[src/rtl/or_serial_arbiter_if.sv]
// Bundle between the two requesters, the external OR cell and or_serial_arbiter.
// Handshake: req_x is a level held with data_x stable until the one-cycle gnt_x pulse; done pulses once per accepted operand.
interface or_serial_arbiter_if #(
  parameter int WIDTH = 8
);
  logic             req_a;
  logic [WIDTH-1:0] data_a;
  logic             gnt_a;
  logic             req_b;
  logic [WIDTH-1:0] data_b;
  logic             gnt_b;
  logic             or_a;
  logic             or_b;
  logic             or_y;
  logic             busy;
  logic             done;
  logic             result;
  logic             result_id;

  // Requesters plus the external OR cell.
  modport master (
    output req_a, data_a, req_b, data_b, or_y,
    input  gnt_a, gnt_b, or_a, or_b, busy, done, result, result_id
  );

  // The arbiter/controller.
  modport slave (
    input  req_a, data_a, req_b, data_b, or_y,
    output gnt_a, gnt_b, or_a, or_b, busy, done, result, result_id
  );
endinterface

[src/rtl/or_serial_arbiter.sv]
// Round-robin arbiter that time-shares one external 2-input OR cell to OR-reduce
// a WIDTH-bit operand, one bit per cycle, returning the result tagged with the requester id.
module or_serial_arbiter #(
  parameter int WIDTH = 8
) (
  input  logic                 clk,
  input  logic                 rst,
  or_serial_arbiter_if.slave   bus,
  output logic [1:0]           dbg_state
);
  localparam int CW = $clog2(WIDTH) + 1;
  localparam logic [CW-1:0] LAST = CW'(WIDTH - 1);

  typedef enum logic [1:0] {
    IDLE = 2'd0,
    RUN  = 2'd1,
    DONE = 2'd2
  } state_t;

  state_t           state, state_n;
  logic [WIDTH-1:0] sh;
  logic [CW-1:0]    cnt;
  logic             acc;
  logic             id;
  logic             last_id;
  logic             gnt_a_q, gnt_b_q;
  logic             result_q, result_id_q;
  logic             grant, win_b;

  // Arbitration and sequencing; on contention the id that did not win last time goes first.
  always_comb begin
    state_n = state;
    grant   = 1'b0;
    win_b   = 1'b0;
    case (state)
      IDLE: begin
        if (bus.req_a || bus.req_b) begin
          grant   = 1'b1;
          win_b   = bus.req_b && (!bus.req_a || !last_id);
          state_n = RUN;
        end
      end
      RUN:     if (cnt == LAST) state_n = DONE;
      DONE:    state_n = IDLE;
      default: state_n = IDLE;
    endcase
  end

  always_ff @(posedge clk) begin
    if (rst) begin
      state       <= IDLE;
      sh          <= '0;
      cnt         <= '0;
      acc         <= 1'b0;
      id          <= 1'b0;
      last_id     <= 1'b1;
      gnt_a_q     <= 1'b0;
      gnt_b_q     <= 1'b0;
      result_q    <= 1'b0;
      result_id_q <= 1'b0;
    end else begin
      state   <= state_n;
      gnt_a_q <= grant && !win_b;
      gnt_b_q <= grant && win_b;
      if (grant) begin
        sh      <= win_b ? bus.data_b : bus.data_a;
        acc     <= 1'b0;
        cnt     <= '0;
        id      <= win_b;
        last_id <= win_b;
      end
      if (state == RUN) begin
        acc <= bus.or_y;
        sh  <= sh >> 1;
        cnt <= cnt + CW'(1);
        // The cell output on the final bit is the completed reduction.
        if (cnt == LAST) begin
          result_q    <= bus.or_y;
          result_id_q <= id;
        end
      end
    end
  end

  assign bus.or_a      = (state == RUN) && acc;
  assign bus.or_b      = (state == RUN) && sh[0];
  assign bus.busy      = (state != IDLE);
  assign bus.done      = (state == DONE);
  assign bus.gnt_a     = gnt_a_q;
  assign bus.gnt_b     = gnt_b_q;
  assign bus.result    = result_q;
  assign bus.result_id = result_id_q;
  assign dbg_state     = state;
endmodule

[src/flat_wrapper.sv]
// flat-port wrapper written by rule: the top's interface ports become plain ports
module or_serial_arbiter_flat 
#(
  parameter int WIDTH = 8
)
  (clk, rst, dbg_state, bus_req_a, bus_data_a, bus_req_b, bus_data_b, bus_or_y, bus_gnt_a, bus_gnt_b, bus_or_a, bus_or_b, bus_busy, bus_done, bus_result, bus_result_id);
  or_serial_arbiter_if #(.WIDTH(WIDTH)) bus_i ();
  input  logic clk;
  input  logic rst;
  output logic [1:0] dbg_state;
  input wire logic [$bits(bus_i.req_a)-1:0] bus_req_a;
  input wire logic [$bits(bus_i.data_a)-1:0] bus_data_a;
  input wire logic [$bits(bus_i.req_b)-1:0] bus_req_b;
  input wire logic [$bits(bus_i.data_b)-1:0] bus_data_b;
  input wire logic [$bits(bus_i.or_y)-1:0] bus_or_y;
  output wire logic [$bits(bus_i.gnt_a)-1:0] bus_gnt_a;
  output wire logic [$bits(bus_i.gnt_b)-1:0] bus_gnt_b;
  output wire logic [$bits(bus_i.or_a)-1:0] bus_or_a;
  output wire logic [$bits(bus_i.or_b)-1:0] bus_or_b;
  output wire logic [$bits(bus_i.busy)-1:0] bus_busy;
  output wire logic [$bits(bus_i.done)-1:0] bus_done;
  output wire logic [$bits(bus_i.result)-1:0] bus_result;
  output wire logic [$bits(bus_i.result_id)-1:0] bus_result_id;
  assign bus_i.req_a = bus_req_a;
  assign bus_i.data_a = bus_data_a;
  assign bus_i.req_b = bus_req_b;
  assign bus_i.data_b = bus_data_b;
  assign bus_i.or_y = bus_or_y;
  assign bus_gnt_a = bus_i.gnt_a;
  assign bus_gnt_b = bus_i.gnt_b;
  assign bus_or_a = bus_i.or_a;
  assign bus_or_b = bus_i.or_b;
  assign bus_busy = bus_i.busy;
  assign bus_done = bus_i.done;
  assign bus_result = bus_i.result;
  assign bus_result_id = bus_i.result_id;
  or_serial_arbiter #(.WIDTH(WIDTH)) u_core (.clk(clk), .rst(rst), .bus(bus_i), .dbg_state(dbg_state));
endmodule
[config.mk]
export PLATFORM = sky130hd
export DESIGN_NAME = or_serial_arbiter_flat
export DESIGN_NICKNAME = d
export VERILOG_FILES = /design/src/rtl/or_serial_arbiter_if.sv /design/src/rtl/or_serial_arbiter.sv /design/src/flat_wrapper.sv
export SDC_FILE = /design/constraint.sdc
export NUM_CORES = 1
export LEC_CHECK = 0
export CAP_MARGIN = 20
export CORE_MARGIN = 5
export CORE_UTILIZATION = 43
export DETAILED_ROUTE_END_ITERATION = 7
export PLACE_DENSITY_LB_ADDON = 0.3
export SLEW_MARGIN = 15
export SYNTH_ARGS = -nofsm -noshare
export SYNTH_HDL_FRONTEND = slang
export SYNTH_SLANG_ARGS = --single-unit
[constraint.sdc]
create_clock -name clk -period 1.55 [get_ports clk]
set_input_delay 0.155 -clock clk [delete_from_list [all_inputs] [get_ports clk]]
set_output_delay 0.155 -clock clk [all_outputs]
set_load 0.02 [all_outputs]
### Metal layers overlaid

Two of the layers only.
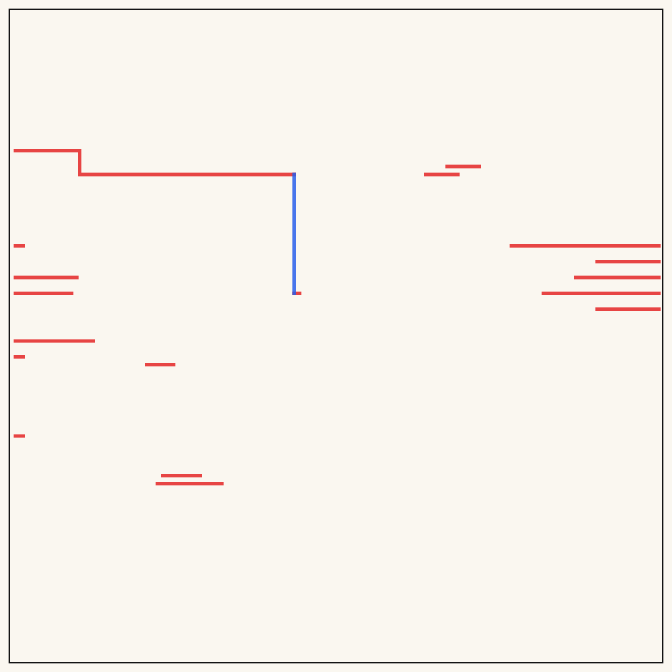
metal 3 -> red  # wire length 102 um
metal 4 -> blue  # wire length 10.2 um

### Pin placement

Pins as bars across the die edge, other pins in grey.
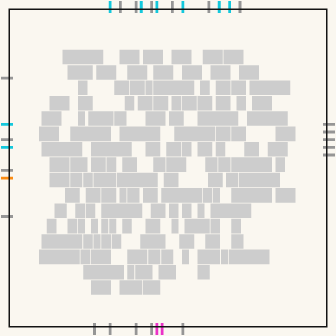
bus_req_b -> orange  # pins 1, direction input, edge left
bus_data_b -> cyan  # pins 8, direction input, edge 6 top, 2 left
dbg_state -> magenta  # pins 2, direction output, edge bottom
all pins by edge = 12 top, 7 bottom, 7 left, 5 right
floorplan die height: 55.9 um
Die W: 55.9 um
number of buffers added on ports: 30

==> summary.txt <==
Results of an implementation run.

The flow ran to the end, and the final reports show no timing, DRC or antenna violations. The script parses the final routing iteration and logs DRC violations as 0. The arrival time of data at the worst endpoint is listed as 1270 ps.

The worst setup path is of the reg2out kind. For this run, the detailed router reports a per-instance via density of 5.15. The design internal power is 791 uW. The power consumed by sequential cells is 591 uW. In this run, flip-flops and latches consume 55.6% of the power. The floorplan report gives the top-level pin count as 31. The number of DRC violations after detailed-routing iteration 0 is 18. The via count of the first global-routing pass was 828. Detailed placement reports a standard cell area of 0.00127 mm^2. The dominant register cell in the synthesized netlist is sky130_fd_sc_hd__dfxtp_1.

The area of the mapped netlist is 907 um^2. The largest total area in the synthesized netlist belongs to sky130_fd_sc_hd__dfxtp_1. The async set or reset register ratio after synthesis is 0%. Setup repair after global routing left no endpoint under its margin. The area of the die is 0.00313 mm^2. The final setup violation count is 0. The required time of the worst setup path is 1390 ps. The effective utilization at floorplan is 45.8%.

The worst setup path is launched from a register. The sum of buffers and inverters on the critical path is 3. The region available for standard cell placement spans 0.00198 mm^2. The worst slack after detailed placement is -33.5 ps.

The clock tree root driver cell is sky130_fd_sc_hd__clkbuf_4. Tracing the worst setup path back leads to its startpoint at u_core.dbg_state[0]$_SDFFE_PP0P_. The initial antenna violation count is 0.

The instance count of the mapped netlist is 100. The synthesis-stage register bit count is 21. The synthesized design contains 0 enable-type register cells. Looking at the clock tree report, the H-tree level count equals 1. The max-slew violation count is 0. The post-route utilization of the core is recorded as 65.0%. Per report_power, the combinational group accounts for 21.0% of the total.

The share of layout cells above drive strength 1 is 14.0%. The number of standard cells in the final layout excluding fillers is 163. The transition at the pin with the smallest max-transition slack is 324 ps. The post-layout period usage of the worst path is 91.9%. The total combinational power is 223 uW. The TritonCTS clock tree is yes. Buffers added to address setup during post-CTS repair amount to 0.
layout by cell type, fill, tap and decap left out, types with 2 or more instances in the layout:
cell type,synthesis,routed
sky130_fd_sc_hd__or2_0,2,2
sky130_fd_sc_hd__buf_4,0,8
sky130_fd_sc_hd__and2_1,3,3
sky130_fd_sc_hd__a21oi_1,14,14
sky130_fd_sc_hd__nand2_1,6,6
sky130_fd_sc_hd__clkbuf_2,0,2
sky130_fd_sc_hd__inv_1,2,2
sky130_fd_sc_hd__clkbuf_4,0,3
sky130_fd_sc_hd__nand3_1,3,3
sky130_fd_sc_hd__o21ai_0,2,2
sky130_fd_sc_hd__dfxtp_1,21,21
sky130_fd_sc_hd__dlygate4sd2_1,0,3
sky130_fd_sc_hd__a22oi_1,14,14
sky130_fd_sc_hd__clkdlybuf4s50_1,0,24
sky130_fd_sc_hd__nor2b_1,3,3
sky130_fd_sc_hd__nand2b_1,2,2
sky130_fd_sc_hd__nor3_1,2,2
sky130_fd_sc_hd__nor2_1,5,5
layout make-up:
| class | instances | area, um^2 | area share, % |
|---|---|---|---|
| Clock buffer | 4 | 26.3 | 2.04 |
| Timing Repair Buffer | 38 | 349 | 27.1 |
| Tap cell | 27 | 33.8 | 2.62 |
| Sequential cell | 21 | 420 | 32.6 |
| Multi-Input combinational cell | 71 | 452 | 35.0 |
| Inverter | 2 | 7.51 | 0.583 |
per-layer routing:
layer / wire length [um] / vias up / global-route usage [%]
met5: 0 / - / 0
met4: 10 / 0 / 4.07
met3: 101 / 2 / 3.48
met2: 1050 / 22 / 23.1
met1: 954 / 383 / 18.8
li1: - / 433 / -
cell usage after synthesis (2+ instances only):
cell type and number:
sky130_fd_sc_hd__buf_2 3, sky130_fd_sc_hd__a21oi_1 14, sky130_fd_sc_hd__dfxtp_1 21, sky130_fd_sc_hd__a22oi_1 14
sky130_fd_sc_hd__nor2_1 5, sky130_fd_sc_hd__or2_0 2, sky130_fd_sc_hd__nand2b_1 2, sky130_fd_sc_hd__and2_1 3
sky130_fd_sc_hd__nand3_1 3, sky130_fd_sc_hd__nand2_1 6, sky130_fd_sc_hd__inv_1 2, sky130_fd_sc_hd__o21ai_0 2
sky130_fd_sc_hd__clkbuf_1 2, sky130_fd_sc_hd__nor2b_1 3, sky130_fd_sc_hd__nor3_1 2
worst min-delay path, cell delays in order:
cell and delay (ps):
sky130_fd_sc_hd__clkdlybuf4s50_1 400, sky130_fd_sc_hd__nand2_1 70, sky130_fd_sc_hd__a211oi_2 60
flip-flops by register name, summed over array words and instances (netlist names):
register,cells
u_core.bus.result_id,1
u_core.bus.gnt_b,1
u_core.id,1
u_core.bus.gnt_a,1
u_core.bus.result,1
u_core.last_id,1
u_core.dbg_state,2
u_core.sh,8
u_core.acc,1
u_core.cnt,4
cell families after synthesis:
group	share of synthesized area (%)
AOI/OAI and AO/OA	26.8
and+or+nand+nor	18.6
buffers and inverters	4.55
DFF	46.3
muxes	2.34
adders and majority gates	1.38
timing repair:
item | CTS | global route
setup endpoints to repair | 5 | 7
endpoints found under the hold margin | 0 | 0
pin swaps | 0 | 0
cloned | 0 | 0
resized | 5 | 7
Power is estimated from default activity; no workload was simulated.
